run_1/floorplan.png
Scale bar: 20 um. Pins as bars on the die edge.
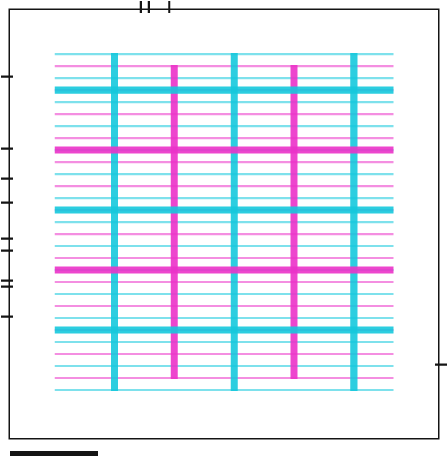
run_1/class_map.png
Scale bar: 20 um.
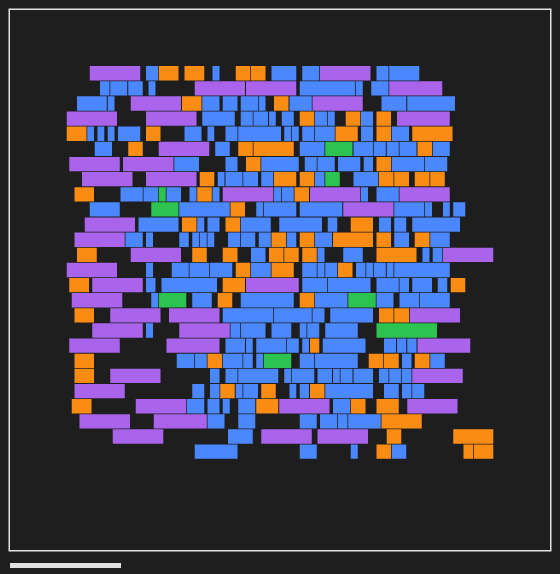
run_1/clock_wires.png
Scale bar: 20 um.
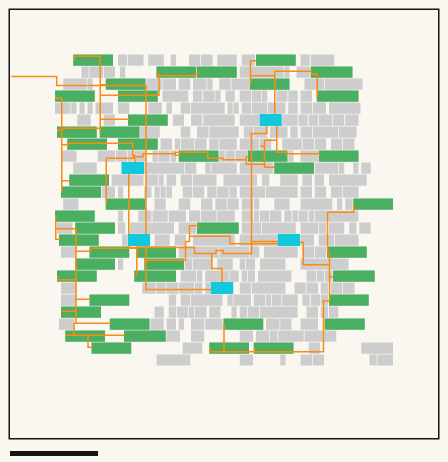
run_1/layers.png
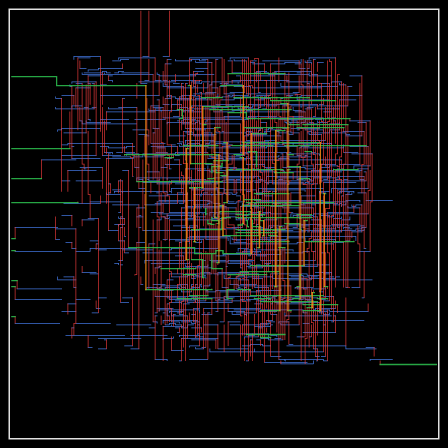
**src/rtl/button_event_decoder_pkg.sv**
```systemverilog
// Shared constants for the button event decoder.
// Direction codes, FSM state encoding and counter width.
package button_event_decoder_pkg;

    localparam int CNT_W = 25;

    localparam logic [1:0] DIR_N = 2'd0;
    localparam logic [1:0] DIR_E = 2'd1;
    localparam logic [1:0] DIR_S = 2'd2;
    localparam logic [1:0] DIR_W = 2'd3;

    localparam logic [1:0] ST_IDLE   = 2'd0;
    localparam logic [1:0] ST_HELD   = 2'd1;
    localparam logic [1:0] ST_REPEAT = 2'd2;

endpackage

```
**src/rtl/button_event_decoder_sync_2ff.sv**
```systemverilog
// Two-flop synchronizer for asynchronous level inputs.
// Ports: clk, rst_n (async low), d (raw), q (synchronized).
module sync_2ff #(
    parameter int W = 1
) (
    input  logic         clk,
    input  logic         rst_n,
    input  logic [W-1:0] d,
    output logic [W-1:0] q
);

    logic [W-1:0] s1;

    always_ff @(posedge clk or negedge rst_n) begin
        if (!rst_n) begin
            s1 <= '0;
            q  <= '0;
        end else begin
            s1 <= d;
            q  <= s1;
        end
    end

endmodule

```
**src/rtl/button_event_decoder.sv**
```systemverilog
// Turns toggle-coded button presses into press/auto-repeat events.
// Ports: clk, rst_n, btn_toggle, btn_n/e/s/w, ev_valid/ready/dir/repeat, ovf.
module button_event_decoder
    import button_event_decoder_pkg::*;
#(
    parameter int REPEAT_DELAY = 25000000,
    parameter int REPEAT_RATE  = 5000000
) (
    input  logic       clk,
    input  logic       rst_n,
    input  logic       btn_toggle,
    input  logic       btn_north,
    input  logic       btn_east,
    input  logic       btn_south,
    input  logic       btn_west,
    output logic       ev_valid,
    input  logic       ev_ready,
    output logic [1:0] ev_dir,
    output logic       ev_repeat,
    output logic       ovf
);

    localparam logic [CNT_W-1:0] DLY_LD = CNT_W'(REPEAT_DELAY - 1);
    localparam logic [CNT_W-1:0] RATE_LD = CNT_W'(REPEAT_RATE - 1);

    logic [4:0] raw;
    logic [4:0] syn;

    assign raw = {btn_toggle, btn_north, btn_east, btn_south, btn_west};

    sync_2ff #(.W(5)) u_sync (
        .clk   (clk),
        .rst_n (rst_n),
        .d     (raw),
        .q     (syn)
    );

    logic tog_q;
    logic tog_edge;
    logic any_btn;
    logic [1:0] smp_dir;

    assign tog_edge = syn[4] ^ tog_q;
    assign any_btn  = |syn[3:0];

    always_comb begin
        smp_dir = DIR_W;
        priority case (1'b1)
            syn[3]: smp_dir = DIR_N;
            syn[2]: smp_dir = DIR_E;
            syn[1]: smp_dir = DIR_S;
            default: smp_dir = DIR_W;
        endcase
    end

    logic [1:0]       state, state_n;
    logic [CNT_W-1:0] cnt, cnt_n;
    logic [1:0]       dir_q, dir_n;
    logic             armed, armed_n;
    logic             gen;
    logic             gen_rep;
    logic [1:0]       gen_dir;

    // A press with no direction button still enters HELD to keep
    // toggle parity, but stays unarmed so it never auto-repeats.
    always_comb begin
        state_n = state;
        cnt_n   = cnt;
        dir_n   = dir_q;
        armed_n = armed;
        gen     = 1'b0;
        gen_rep = 1'b0;
        gen_dir = dir_q;
        case (state)
            ST_IDLE: begin
                if (tog_edge) begin
                    state_n = ST_HELD;
                    cnt_n   = DLY_LD;
                    armed_n = any_btn;
                    if (any_btn) begin
                        dir_n   = smp_dir;
                        gen     = 1'b1;
                        gen_dir = smp_dir;
                    end
                end
            end
            ST_HELD, ST_REPEAT: begin
                if (tog_edge) begin
                    state_n = ST_IDLE;
                    cnt_n   = '0;
                    armed_n = 1'b0;
                end else if (cnt != '0) begin
                    cnt_n = cnt - 1'b1;
                end else if (armed) begin
                    state_n = ST_REPEAT;
                    cnt_n   = RATE_LD;
                    gen     = 1'b1;
                    gen_rep = 1'b1;
                end
            end
            default: begin
                state_n = ST_IDLE;
                cnt_n   = '0;
                armed_n = 1'b0;
            end
        endcase
    end

    always_ff @(posedge clk or negedge rst_n) begin
        if (!rst_n) begin
            tog_q <= 1'b0;
            state <= ST_IDLE;
            cnt   <= '0;
            dir_q <= DIR_N;
            armed <= 1'b0;
        end else begin
            tog_q <= syn[4];
            state <= state_n;
            cnt   <= cnt_n;
            dir_q <= dir_n;
            armed <= armed_n;
        end
    end

    // Single-entry event register; an event arriving while it is
    // still occupied and not being accepted is lost and flagged.
    always_ff @(posedge clk or negedge rst_n) begin
        if (!rst_n) begin
            ev_valid  <= 1'b0;
            ev_dir    <= DIR_N;
            ev_repeat <= 1'b0;
            ovf       <= 1'b0;
        end else if (gen) begin
            if (!ev_valid || ev_ready) begin
                ev_valid  <= 1'b1;
                ev_dir    <= gen_dir;
                ev_repeat <= gen_rep;
            end else begin
                ovf <= 1'b1;
            end
        end else if (ev_ready) begin
            ev_valid <= 1'b0;
        end
    end

endmodule

```
**config.mk**
```make
export PLATFORM = sky130hd
export DESIGN_NAME = button_event_decoder
export DESIGN_NICKNAME = d
export VERILOG_FILES = /design/src/rtl/button_event_decoder_pkg.sv /design/src/rtl/button_event_decoder_sync_2ff.sv /design/src/rtl/button_event_decoder.sv
export SDC_FILE = /design/constraint.sdc
export NUM_CORES = 1
export LEC_CHECK = 0
export CAP_MARGIN = 20
export CORE_MARGIN = 10
export CORE_UTILIZATION = 45
export CTS_CLUSTER_SIZE = 28
export DETAILED_ROUTE_END_ITERATION = 7
export GPL_ROUTABILITY_DRIVEN = 0
export PLACE_DENSITY = 0.68
export SETUP_SLACK_MARGIN = 0.4
export SLEW_MARGIN = 25
export SYNTH_ARGS = -nofsm -noshare
export SYNTH_HDL_FRONTEND = slang
export SYNTH_SLANG_ARGS = --single-unit
```
**constraint.sdc**
```tcl
create_clock -name clk -period 2.15 [get_ports clk]
set_input_delay 0.215 -clock clk [delete_from_list [all_inputs] [get_ports clk]]
set_output_delay 0.215 -clock clk [all_outputs]
set_load 0.01 [all_outputs]
```
==> flow_metrics.rpt, run 1 <==
IMPLEMENTATION SUMMARY REPORT
----------------------------------------------------
[Placed design]
  Post-DP HPWL ........................ 5010 um
  Placed standard-cell area ........................ around 3000 um2

[Critical path]
  Critical path class ........................ reg2reg
  Cell family with most CP delay ........................ simple AND/OR/NAND/NOR gates
  Maximum single-stage delay on the critical path ........................ roughly 0.5 ns
  Arrival time at the worst endpoint ........................ between 2 and 2.5 ns

[Yosys]
  Most used flip-flop cell after synthesis ........................ sky130_fd_sc_hd__dfrtp_1
  Net count of the mapped netlist ........................ between 200 and 300
  Synth Register Bits ........................ about 46
  Count of flip-flops with a built-in enable after synthesis ........................ 0
  Share of synthesized cell area in and, or, nand and nor gates ........................ 0.232
  Number of cells in the yosys synthesis report ........................ between 200 and 300
  Count of unique library cells instantiated by Yosys ........................ roughly 67
  Cell taking the most area after synthesis ........................ sky130_fd_sc_hd__dfrtp_1
  Ao+oa area frac ........................ 0.254

[Final timing]
  RSZ-0062 raised after global routing ........................ true
  Setup WS post-layout ........................ approximately 0.047 ns
  Transition time of the tightest slew-check pin ........................ 0.492 ns
  Hold Vio Cnt, Final ........................ 0
  Highest clock frequency the design can meet ........................ around 480 MHz

[Clock network]
  H-Tree Depth ........................ 2
  Clock-pin slew on the worst setup and hold paths ........................ around 0.1 ns

[Cells and area]
  Leading cell types in the layout, fill and taps excluded ........................ sky130_fd_sc_hd__buf_4 (50), sky130_fd_sc_hd__dfrtp_1 (40), sky130_fd_sc_hd__nor2_1 (23), sky130_fd_sc_hd__nand2_1 (12), sky130_fd_sc_hd__clkdlybuf4s50_1 (11)
  Commonest non-fill, non-tap cell in the layout ........................ sky130_fd_sc_hd__buf_4
  Combinational gate area ........................ between 1500 and 2000 um2

[Power]
  Power per cell area ........................ between 1000 and 1500 nW/um2

[Status]
  Result of the run ........................ complete, no violations

[Global route]
  Antenna violations before repair ........................ 0
  GRT met3 Usage ........................ 0.0413

[Drt]
  Uppermost signal routing layer after detailed routing ........................ met4
  Post-route DRC violation count ........................ 0
  Pre-antenna DRT Iters ........................ 6

[Die]
  Top Ports ........................ 13

----------------------------------------------------
Notes on floorplan.png above:
colour	net
magenta	VDD
cyan	VSS
signal pins	13
met5 straps	5
worst vdd rail ir drop: 0.689 mV
area of the placeable core: 5850 um2
width of the die: 97.0 um

Notes on class_map.png above:
colour	class	cells
blue	remaining logic cells	207
orange	remaining buffers and delay cells	77
purple	registers	46
green	clock drivers and dummy loads	8
flip-flop and latch share of the layout cell area: 0.296
final core occ: 0.670
Std-Cell Rows: 28
Final Cell Area: 3920 um2

Notes on clock_wires.png above:
[green] flip-flops | count: 46
[orange] clock wires | length: 670 um
[cyan] clock-net drivers | count: 5
routed clock nets	6
P_clk: 0.667 mW
final worst clock skew: 0.0157 ns
fraction of power consumed by the clock network: 0.136
clock network latency to the later pin of the worst-skew pair: 0.31 ns

Notes on layers.png above:
colour	layer	wire length
green	M3	749 um
blue	M1	3,390 um
orange	M4	458 um
red	M2	4,360 um
GRT Overall Usage: 0.163
wirelength, routed: 8960 um
overall via count from detail_route: 2,745
average wire per cell in the routed design: 21.7 um

-- run 1: final timing paths --
check	slack, ns	depth (start not counted)	startpoint	to
max in group asynchronous	1.49	3	rst_n	cnt[2]
min in group asynchronous	0.38	3	rst_n	cnt[8]
max	0.05	7	cnt[17]	cnt[12]
min reg2reg	0.35	0	u_sync.s1[2]	u_sync.q[2]
max reg2reg	0.05	7	cnt[17]	cnt[12]
min	0.35	1	btn_toggle	u_sync.s1[4]
-- run 1: worst reg2reg max path, cell delays in order (launching register included) --
cell and delay, ns:
sky130_fd_sc_hd__dfrtp_1 0.49, sky130_fd_sc_hd__nor3_2 0.35, sky130_fd_sc_hd__nand4b_4 0.27, sky130_fd_sc_hd__buf_6 0.20, sky130_fd_sc_hd__buf_4 0.15, sky130_fd_sc_hd__o21bai_4 0.24, sky130_fd_sc_hd__o22ai_1 0.14, sky130_fd_sc_hd__o2bb2ai_1 0.15
-- run 1: metrics by stage --
step	hold WS, ns	TNS (ns)
after floorplan	-0.0806	0
after global placement	0.216	0
after detailed placement	0.221	-0.0118
after CTS	0.343	0
after global routing	0.339	-0.0211
final	0.346	0
-- run 1: registers in the layout (all words and copies together), names as in the netlist --
name,cells
dir_q,2
ev_valid,1
u_sync.s1,5
state,2
cnt,25
tog_q,1
ev_dir,2
ovf,1
u_sync.q,5
armed,1
ev_repeat,1
-- run 1: area by class of cell --
type / count / area share
multi-input cells: 198 / 0.464
flip-flops and latches: 46 / 0.296
inverters: 9 / 0.00862
clock inverters: 2 / 0.00958
clock buffers: 6 / 0.0185
well taps: 75 / 0.0239
repair buffers: 77 / 0.180
## Run 2: what changed since run 1
- ABC_AREA: unset -> 1
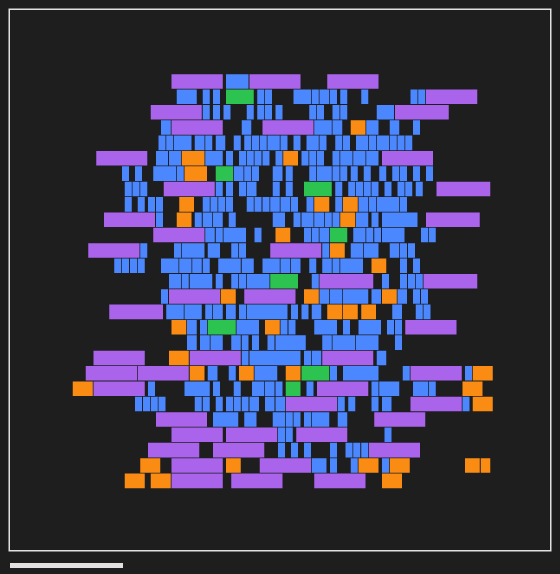
run_2/class_map.png
Scale bar: 20 um.
Std-Cell Rows: 27
Final Cell Area: 3220 um2

==> run 2 against run 1 <==
  * The run now ends with hold timing left
  * Global-route usage decreased by 2.3 points
  * Combinational power down 23%
  * Synthesized cell count rose by 35%
  * Sequential power hardly changed
  * Cell count is 14% higher
  * Via count fell by 12%
  * Highest routed layer unchanged
  * Die size fell by 2.9%
  * Critical endpoint is now cnt[13]
  * Largest cell class unchanged
==> flow_metrics.rpt, run 2 <==
IMPLEMENTATION SUMMARY REPORT
----------------------------------------------------
[Yosys]
  Number of cells in the yosys synthesis report ........................ 357 (+35%)
  Cell taking the most area after synthesis ........................ sky130_fd_sc_hd__dfrtp_1
  Share of synthesized cell area in and, or, nand and nor gates ........................ 0.375 (+0.142)
  Net count of the mapped netlist ........................ 369 (+33%)
  Count of flip-flops with a built-in enable after synthesis ........................ 0 (unchanged)

[Final timing]
  Hold Vio Cnt, Final ........................ 46 (+46)
  RSZ-0062 raised after global routing ........................ true
  Tightest hold margin ........................ -0.0162 ns (-0.362 ns)
  Setup Total Neg Slack ........................ 0 ns (unchanged)

[Drt]
  Overall via count from detail_route ........................ 2,410 (-12%)
  Post-route DRC violation count ........................ 0 (unchanged)
  Wirelength, routed ........................ 6320 um (-29%)
  Pre-antenna DRT Iters ........................ 5 (-1)
  Uppermost signal routing layer after detailed routing ........................ met4

[Cells and area]
  Final core occ ........................ 0.581 (-0.0885)
  Register ranked first by flip-flop count ........................ cnt
  Leading cell types in the layout, fill and taps excluded ........................ sky130_fd_sc_hd__nand2_1 (118), sky130_fd_sc_hd__nor2_1 (47), sky130_fd_sc_hd__dfrtp_1 (40), sky130_fd_sc_hd__inv_1 (31), sky130_fd_sc_hd__buf_4 (23)
  Max FFs per register ........................ 25 (unchanged)
  Commonest non-fill, non-tap cell in the layout ........................ sky130_fd_sc_hd__nand2_1

[Critical path]
  Maximum single-stage delay on the critical path ........................ 0.45 ns (-0.04 ns)

[Clock network]
  Clock-pin slew on the worst setup and hold paths ........................ 0.10 ns (about the same)
  Clock network latency to the later pin of the worst-skew pair ........................ 0.31 ns (about the same)

[Die]
  Top Ports ........................ 13 (unchanged)
  Area of the placeable core ........................ 5540 um2 (-5.3%)

[Status]
  Result of the run ........................ complete, but fails checks
  Violated checks ........................ hold timing

[Global route]
  Antenna violations before repair ........................ 0 (unchanged)

----------------------------------------------------
[run 2: routing by layer]
metal  track usage  up-vias
li1              -     1199
met1         0.190     1111
met2         0.213       84
met3        0.0267       16
met4        0.0602        0
met5             0        -
[run 2: cells by family after synthesis]
family	Yosys count
compound gates	33
xor+xnor	7
fa+ha+maj	4
buf+inv	41
flops	46
simple gates	226
[run 2: worst paths after layout]
check	slack, ns	from	to
worst max register to register	0.41	cnt[15]	cnt[13]
min in group clk	0.33	btn_north	u_sync.s1[3]
max in group asynchronous	1.74	rst_n	cnt[8]
worst min register to register	0.36	u_sync.s1[3]	u_sync.q[3]
worst max-delay path	0.41	cnt[15]	cnt[13]
worst min-delay path	-0.02	rst_n	cnt[22]
[run 2: stage by stage]
stage	setup WS, ns	instance area, um2	power (mW)
after CTS	0.403	3020	3.91
after floorplan	0.624	2570	2.69
final	0.413	3220	4.19
after global routing	0.336	3220	4.53
after global placement	0.306	2790	3.15
after detailed placement	0.284	2790	3.17
[run 2: final cells by class]
type / instances / share of cell area
multi-input cells: 271 / 0.443
flip-flops and latches: 46 / 0.360
repair buffers: 37 / 0.0963
inverters: 36 / 0.0443
well taps: 72 / 0.0280
clock buffers: 5 / 0.0214
clock inverters: 3 / 0.00777
[run 2: power breakdown]
group / switching (mW) / internal [mW]
Combinational: 1.37 / 0.822
Clock: 0.330 / 0.235
Sequential: 0.278 / 1.15
[run 2: what timing repair did]
| action | 4_1_cts | 5_1_grt |
|---|---|---|
| pin swaps | 4 | 10 |
| buffers inserted | 11 | 8 |
| cloned | 1 | 0 |
| endpoints found under the setup margin | 24 | 30 |
| resized | 12 | 43 |
Power and IR drop assume default switching activity.
